Run 1, placed standard cells:
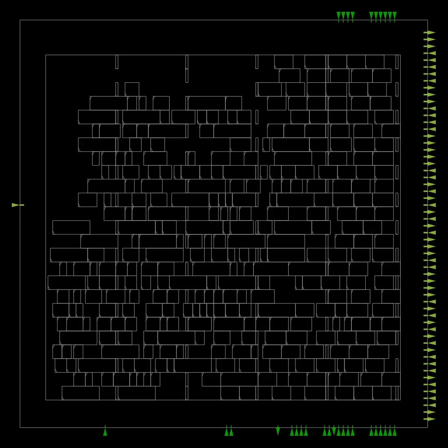
Run 1, M3 wires:
Scale bar: 20 µm.
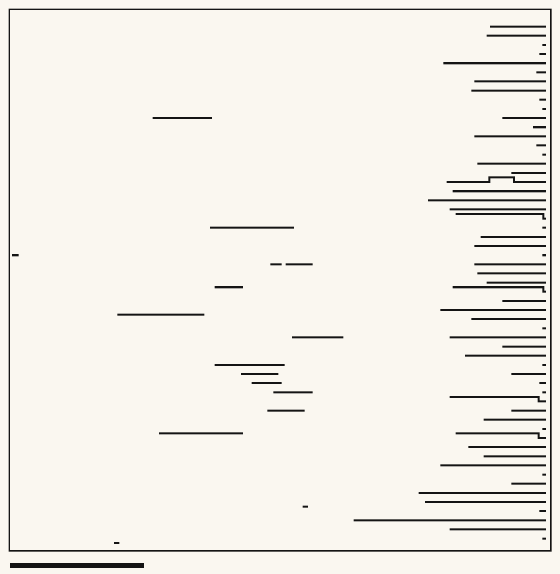
Run 1, selected gate families:
Scale bar: 20 µm.
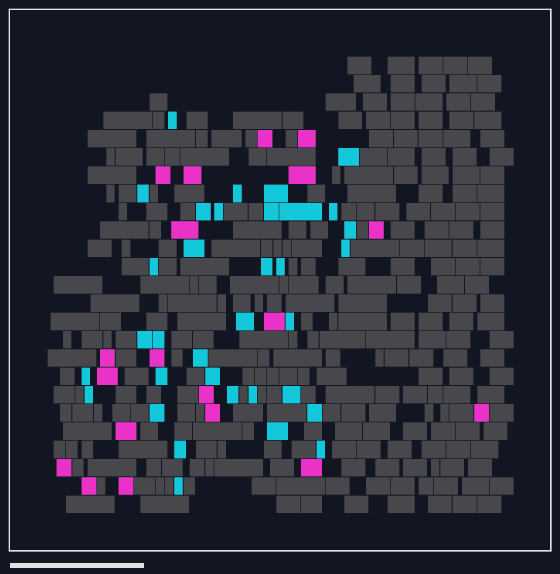
$ cat config.mk
export PLATFORM = sky130hd
export DESIGN_NAME = z80_bus_arbiter
export DESIGN_NICKNAME = d
export VERILOG_FILES = /design/src/rtl/z80_bus_arbiter.sv
export SDC_FILE = /design/constraint.sdc
export NUM_CORES = 1
export LEC_CHECK = 0
export CAP_MARGIN = 20
export CORE_MARGIN = 5
export CORE_UTILIZATION = 45
export CTS_BUF_LIST = sky130_fd_sc_hd__clkbuf_4
export CTS_CLUSTER_DIAMETER = 50
export DETAILED_ROUTE_END_ITERATION = 6
export PLACE_DENSITY = 0.83
export SLEW_MARGIN = 20
export SYNTH_ARGS = -nofsm -noshare
export SYNTH_HDL_FRONTEND = slang
export SYNTH_SLANG_ARGS = --single-unit
export TNS_END_PERCENT = 30
$ cat constraint.sdc
create_clock -name clk -period 2.2 [get_ports clk]
set_input_delay 0.22 -clock clk [delete_from_list [all_inputs] [get_ports clk]]
set_output_delay 0.22 -clock clk [all_outputs]
set_load 0.01 [all_outputs]
$ cat src/rtl/z80_bus_arbiter.sv
// Bus arbiter between a tv80s core and a DMA requester: BUSRQ/BUSAK handshake,
// a per-grant hold limit, a CPU holdoff window after each release, and the address/data/strobe mux.
module z80_bus_arbiter #(
    parameter int unsigned HOLD_MAX = 100,
    parameter int unsigned CPU_MIN  = 16
) (
    input  logic        clk,
    input  logic        reset,
    output logic        cpu_busrq_n,
    input  logic        cpu_busak_n,
    input  logic [15:0] cpu_a,
    input  logic [7:0]  cpu_do,
    input  logic        cpu_mreq_n,
    input  logic        cpu_iorq_n,
    input  logic        cpu_rd_n,
    input  logic        cpu_wr_n,
    input  logic        dma_req,
    output logic        dma_gnt,
    input  logic [15:0] dma_a,
    input  logic [7:0]  dma_do,
    input  logic        dma_mreq,
    input  logic        dma_we,
    output logic [15:0] bus_a,
    output logic [7:0]  bus_do,
    output logic        bus_mreq_n,
    output logic        bus_iorq_n,
    output logic        bus_rd_n,
    output logic        bus_wr_n,
    output logic        dma_forced
);

    typedef enum logic [2:0] {
        S_IDLE    = 3'd0,
        S_REQ     = 3'd1,
        S_GRANT   = 3'd2,
        S_RELEASE = 3'd3,
        S_HOLDOFF = 3'd4
    } state_t;

    localparam logic [15:0] HOLD_LAST = 16'(HOLD_MAX - 32'd1);
    localparam logic [15:0] OFF_LOAD  = 16'(CPU_MIN);

    state_t      state_q, state_d;
    logic [15:0] hold_q, hold_d;
    logic [15:0] off_q, off_d;
    logic        forced_d;
    logic        busrq_n_q, gnt_q, forced_q;

    // Next-state logic; the abort checks are ordered so a simultaneous
    // withdrawal or lost acknowledge suppresses the forced-release pulse.
    always_comb begin
        state_d  = state_q;
        hold_d   = hold_q;
        off_d    = off_q;
        forced_d = 1'b0;
        case (state_q)
            S_IDLE: begin
                if (dma_req) begin
                    state_d = S_REQ;
                end else begin
                    state_d = S_IDLE;
                end
            end
            S_REQ: begin
                if (!cpu_busak_n) begin
                    if (dma_req) begin
                        state_d = S_GRANT;
                        hold_d  = 16'd0;
                    end else begin
                        state_d = S_RELEASE;
                    end
                end else begin
                    state_d = S_REQ;
                end
            end
            S_GRANT: begin
                if (cpu_busak_n || !dma_req) begin
                    state_d = S_RELEASE;
                end else if (hold_q == HOLD_LAST) begin
                    state_d  = S_RELEASE;
                    forced_d = 1'b1;
                end else begin
                    hold_d = hold_q + 16'd1;
                end
            end
            S_RELEASE: begin
                if (cpu_busak_n) begin
                    if (OFF_LOAD == 16'd0) begin
                        state_d = S_IDLE;
                    end else begin
                        state_d = S_HOLDOFF;
                        off_d   = OFF_LOAD;
                    end
                end else begin
                    state_d = S_RELEASE;
                end
            end
            S_HOLDOFF: begin
                off_d = off_q - 16'd1;
                if (off_q <= 16'd1) begin
                    state_d = S_IDLE;
                end else begin
                    state_d = S_HOLDOFF;
                end
            end
            default: begin
                state_d = S_IDLE;
            end
        endcase
    end

    // State, counters and registered handshake outputs.
    always_ff @(posedge clk) begin
        if (reset) begin
            state_q   <= S_IDLE;
            hold_q    <= 16'd0;
            off_q     <= 16'd0;
            busrq_n_q <= 1'b1;
            gnt_q     <= 1'b0;
            forced_q  <= 1'b0;
        end else begin
            state_q   <= state_d;
            hold_q    <= hold_d;
            off_q     <= off_d;
            busrq_n_q <= !((state_d == S_REQ) || (state_d == S_GRANT));
            gnt_q     <= (state_d == S_GRANT);
            forced_q  <= forced_d;
        end
    end

    assign cpu_busrq_n = busrq_n_q;
    assign dma_gnt     = gnt_q;
    assign dma_forced  = forced_q;

    // Bus mux follows the registered grant; DMA never drives IO cycles.
    always_comb begin
        if (gnt_q) begin
            bus_a      = dma_a;
            bus_do     = dma_do;
            bus_mreq_n = ~dma_mreq;
            bus_iorq_n = 1'b1;
            bus_rd_n   = ~(dma_mreq & ~dma_we);
            bus_wr_n   = ~(dma_mreq & dma_we);
        end else begin
            bus_a      = cpu_a;
            bus_do     = cpu_do;
            bus_mreq_n = cpu_mreq_n;
            bus_iorq_n = cpu_iorq_n;
            bus_rd_n   = cpu_rd_n;
            bus_wr_n   = cpu_wr_n;
        end
    end

endmodule

==> reports/metrics.sh, run 1 <==
RUN_STATUS='completed'
CRIT_CHAIN='buf_12, mux2_2, clkdlybuf4s50_1'
HOLD_VIOL_FINAL=0
NUMBER_OF_CELL_INSTANCES_AFTER_YOSYS_SYNTHESIS=244
CELL_TYPE_GROUP_WITH_THE_LARGEST_TOTAL_DELAY_ON_THE_CRITICAL_PATH='buffers and inverters'
FIRST_ITER_VIOLATIONS=58
HOLD_PATH_END='off_q[12]'
CP_SLOWEST_CELL='clkdlybuf4s50_1'
CHIPAREA_UM2=6453
FINAL.SETUP.TNS_PS=0
CLOCK_LATENCY_PS=350
FLOORPLAN.NETS=305
MAXCLOCKFREQUENCY_MHz=499.0
DIE.SIZE.Y_UM=80.33
SETUP-VIOLATIONS-FINAL=0
CP.REQUIRED_PS=1980
AVGVIACOUNTPERCELL=5.469
UNREPAIRED_SETUP_ENDPOINTS_AFTER_GLOBAL_ROUTING='false'
AREA_GROWTH_SYN_TO_LAYOUT_PCT=44.86
DRC=0
POWER_mW=1.523
YOSYSTOPAREACELL='dfxtp_1'
CRITICAL_PATH.REG2REG.ENDPOINT='hold_q[9]'
SYNTH.AVG_CELL_AREA_UM2=9.122
ROWS=25
WORSTHOLDPATHCELLS=1
FLOORPLAN.DIE.WIDTH_UM=80.33
CTS.REPAIR.RESIZED=0
POWER_DENSITY_nW_PER_UM2=472.2
SYNTH-SEQ-CELLS=38
REG_CLK_SLEW_REPORTED_PATHS_PS=120
YS_TOP_CELLS_BY_COUNT='38 x dfxtp_1, 27 x mux2_2, 26 x nor2_1, 13 x nand2_1, 11 x a21oi_1'
PLACE_WS_PS=13.09
FRACTION_OF_THE_CYCLE_THE_FINAL_WORST_PATH_NEEDS_PCT=91.09
NUMBER_OF_CLOCK_BUFFERS_INSERTED_BY_TRITONCTS=5
CRIT-REG2REG-LAUNCH='state_q[2]'
MAXSLEWVIOLCOUNT=0
TIMING.HOLD.WORST.CLASS='reg2reg'
Notes on 'placed standard cells' above:
fill count: 409
Finished Layout Cells: 399

Notes on 'M3 wires' above:
The longest straight run is 28.3 µm. 67 nets have wire on it. The layer holds 8.9% of the routed length.
global routing met3 resource utilization: 5.493%
Detailed Route WL: 6.236 mm
vias after detailed routing: 2182

Notes on 'selected gate families' above:
Cyan is NAND gates, cells 34. Magenta is AND and OR gates, cells 19.

[run 1: logic make-up after synthesis]
family,synth area share (%)
and+or+nand+nor,27.32
AOI/OAI and AO/OA,12.82
DFF,34.18
muxes,14.56
buffers and inverters,3.991
xor gates and xnor gates,5.453
adders and majority gates,1.687
[run 1: routing by layer]
metal / share of wire [%] / vias to the layer above / track usage, %
met3: 8.9 / 10 / 5.493
met1: 41 / 1015 / 22.53
li1: - / 1076 / -
met5: 0 / - / 0
met2: 48 / 81 / 34.69
met4: 1.5 / 0 / 6.588
[run 1: cells in the final DEF (no fill, tap or decap), types with 3 or more instances in the layout]
master | Yosys | layout
ha_1 | 3 | 3
nand2_1 | 13 | 13
clkbuf_4 | 0 | 5
clkdlybuf4s50_1 | 0 | 88
nor3_1 | 4 | 4
a21oi_1 | 11 | 11
nor4_1 | 7 | 7
mux2_2 | 27 | 27
nand4_1 | 5 | 5
or3_1 | 4 | 4
buf_4 | 1 | 4
o211ai_1 | 5 | 5
and3_1 | 4 | 4
a31oi_1 | 5 | 5
nand4b_1 | 3 | 3
nor3b_1 | 3 | 3
xor2_1 | 6 | 6
nor2_1 | 26 | 26
nand3_1 | 7 | 7
inv_1 | 5 | 5
xnor2_1 | 6 | 6
dfxtp_1 | 38 | 38
o21ai_0 | 6 | 6
[run 1: worst max path at each step]
stage,endpoint,slack (ps),startpoint,cells past startpoint
after CTS,bus_a[2],180,dma_gnt,3
final,bus_a[13],200,dma_gnt,3
after global placement,hold_q[15],140,dma_req,6
after global routing,bus_a[9],130,dma_gnt,3
after detailed placement,hold_q[9],10,dma_req,6
after floorplan,off_q[12],520,state_q[1],6
[run 1: sequential cells by signal (all words and copies together), names as in the netlist]
signal / cells
cpu_busrq_n: 1
dma_forced: 1
dma_gnt: 1
hold_q: 16
off_q: 16
state_q: 3
[run 1: area by class of cell]
cell class | count | area share [%]
clock inverter | 3 | 0.5045
inverter | 5 | 0.5821
tap | 67 | 2.600
multi-input combinational | 188 | 42.69
clock buffer | 5 | 1.164
timing repair buffer | 93 | 28.87
sequential | 38 | 23.59
[run 1: power by group]
| group | internal [mW] | leakage [nW] | switching (mW) | total (mW) |
|---|---|---|---|---|
| sequential | 0.704 | 0.307 | 0.0256 | 0.730 |
| clock | 0.119 | 0.0286 | 0.239 | 0.358 |
| combinational | 0.272 | 0.781 | 0.163 | 0.435 |
| total | 1.09 | 1.12 | 0.428 | 1.52 |
[run 1: metrics by stage]
step                hold slack, ps  util (%)  cell area (µm²)
finish                       506.9     67.82             3224
floorplan                    295.7         -             2226
CTS                          503.2     67.82             3224
global placement             471.2     66.68             3171
detailed placement           486.8     66.68             3171
global route                 529.2     67.82             3224
Run 1, cell density map:
8 x 8 tiles, from black (low) to pale yellow (high), 0 to 100% covered.
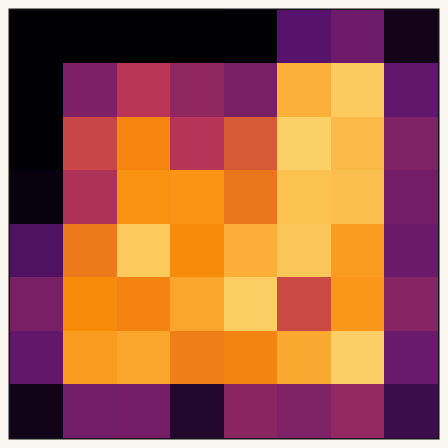

==> inputs of run 2 (changes only) <==
- CELL_PAD_IN_SITES_DETAIL_PLACEMENT: unset -> 0
- CELL_PAD_IN_SITES_GLOBAL_PLACEMENT: unset -> 1
- CORE_UTILIZATION: 45 -> 33
- GPL_TIMING_DRIVEN: unset -> 0
- PLACE_DENSITY: 0.83 -> unset
- PLACE_DENSITY_LB_ADDON: unset -> 0.1
Run 2, cell density map:
9 x 9 tiles, from black (low) to pale yellow (high), 0 to 100% covered.
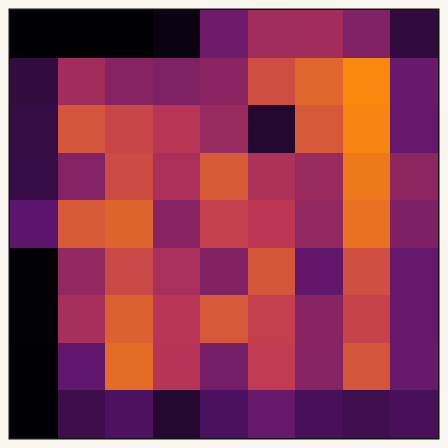
The mean over all tiles is 37%. 8.6% of the tiles are nearly empty. The fullest tile reaches 74%.
Util after Layout: 48.71%
Core Box Area: 6681 µm²
initial core utilization: 33.31%

==> run 2 against run 1 <==
Wire length up 1.6%. Sequential power down 2%. Critical path type unchanged. Die area up 32%. Total power up 0.45%. First-iteration DRC count up 19%. Clock skew up 13 ps. Final area up 0.93%. Clock-buffer cell count up 1. Critical path depth unchanged. Sequential cell count unchanged.
==> reports/metrics.sh, run 2 <==
CELL_TYPE_GROUP_WITH_THE_LARGEST_TOTAL_DELAY_ON_THE_CRITICAL_PATH='buffers and inverters'
TOP_REGS='hold_q x16, off_q x16, state_q x3'
MUX_SHARE_PCT=14.56
CHIPAREA_UM2=8488
UNREPAIRED_SETUP_ENDPOINTS_AFTER_GLOBAL_ROUTING='false'
FILLERS=649
YS_SH_XOR_PCT=5.453
REG_CLK_SLEW_REPORTED_PATHS_PS=100
PLACE_WS_PS=1.246
SETUP-VIOLATIONS-FINAL=0
TIMING.HOLD.WORST.CLASS='in2reg'
MAXSLEWVIOLCOUNT=0
SIMPLE_GATE_SHARE_PCT=27.32
NUMBER_OF_CELL_INSTANCES_AFTER_YOSYS_SYNTHESIS=244
ROWS=30
AVGVIACOUNTPERCELL=5.124
FLOORPLAN.NETS=305
SYNTHADDERAREAFRAC_PCT=1.686
SYNTH.COMB.LARGEST_FAMILY='simple AND/OR/NAND/NOR gates'
AREA_GROWTH_SYN_TO_LAYOUT_PCT=46.21
RUN_STATUS='completed'
FLOORPLAN.DIE.WIDTH_UM=92.13
Run 2, M3 wires:
Scale bar: 20 µm.
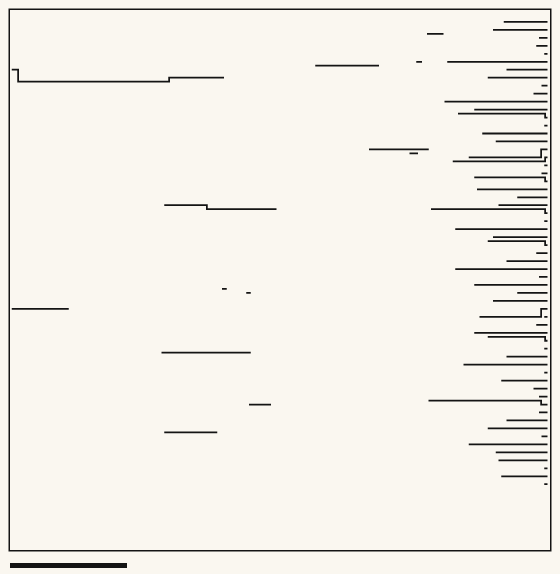
The longest straight run is 25.8 µm. 66 nets have wire on it. The layer holds 8.9% of the routed length. The layer carries 562 µm of wire. The wires run mostly horizontal.
vias after detailed routing: 2147
global routing met3 resource utilization: 5.496%
Detailed Route WL: 6.336 mm

==> run 2: final cells by class <==
type,instances,area [µm²],share of cell area (%)
Inverter,5,18.77,0.5767
Clock inverter,2,8.758,0.2691
Tap cell,80,100.1,3.076
Sequential cell,38,760.7,23.38
Multi-Input combinational cell,188,1376,42.29
Buffer,13,73.82,2.268
Clock buffer,6,45.04,1.384
Timing Repair Buffer,87,870.8,26.76
==> run 2: cells by family after synthesis <==
logic type / after synthesis
mux: 29
compound gates: 42
xor+xnor: 13
buf+inv: 18
flops: 38
simple gates: 101
fa+ha+maj: 3
==> run 2: routing by layer <==
layer	global-route usage, %	vias to the layer above	routed length [µm]
met5	0	-	0
met2	22.51	75	2629
met4	4.455	0	104
met3	5.496	10	561
met1	20.04	973	3040
li1	-	1089	-
==> run 2: final timing paths <==
kind / start / endpoint / slack, ps / depth (start not counted)
setup reg to reg: off_q[5] / off_q[15] / 300 / 5
setup / recovery: dma_gnt / bus_a[15] / 120 / 3
hold reg to reg: off_q[15] / off_q[15] / 500 / 1
hold / removal: reset / off_q[9] / 270 / 2
==> run 2: stage by stage <==
step | hold WS, ps | setup TNS (ps) | cell area [µm²] | power (mW) | utilization (%)
floorplan | 295.7 | 0 | 2226 | 0.9393 | -
global placement | 472.1 | -4.361 | 3197 | 1.182 | 47.85
detailed placement | 475.6 | 0 | 3197 | 1.185 | 47.85
CTS | 266.0 | 0 | 3254 | 1.556 | 48.71
global route | 296.2 | 0 | 3254 | 1.612 | 48.71
finish | 270.0 | 0 | 3254 | 1.530 | 48.71
==> run 2: report_power, final <==
part           total [mW]  internal (mW)  leakage, nW  switching [mW]
clock network       0.362          0.133       0.0331           0.229
logic               0.452          0.274        0.796           0.178
registers           0.716          0.704        0.307          0.0117
Power figures rest on the tool's default switching activity, not on a simulated workload.
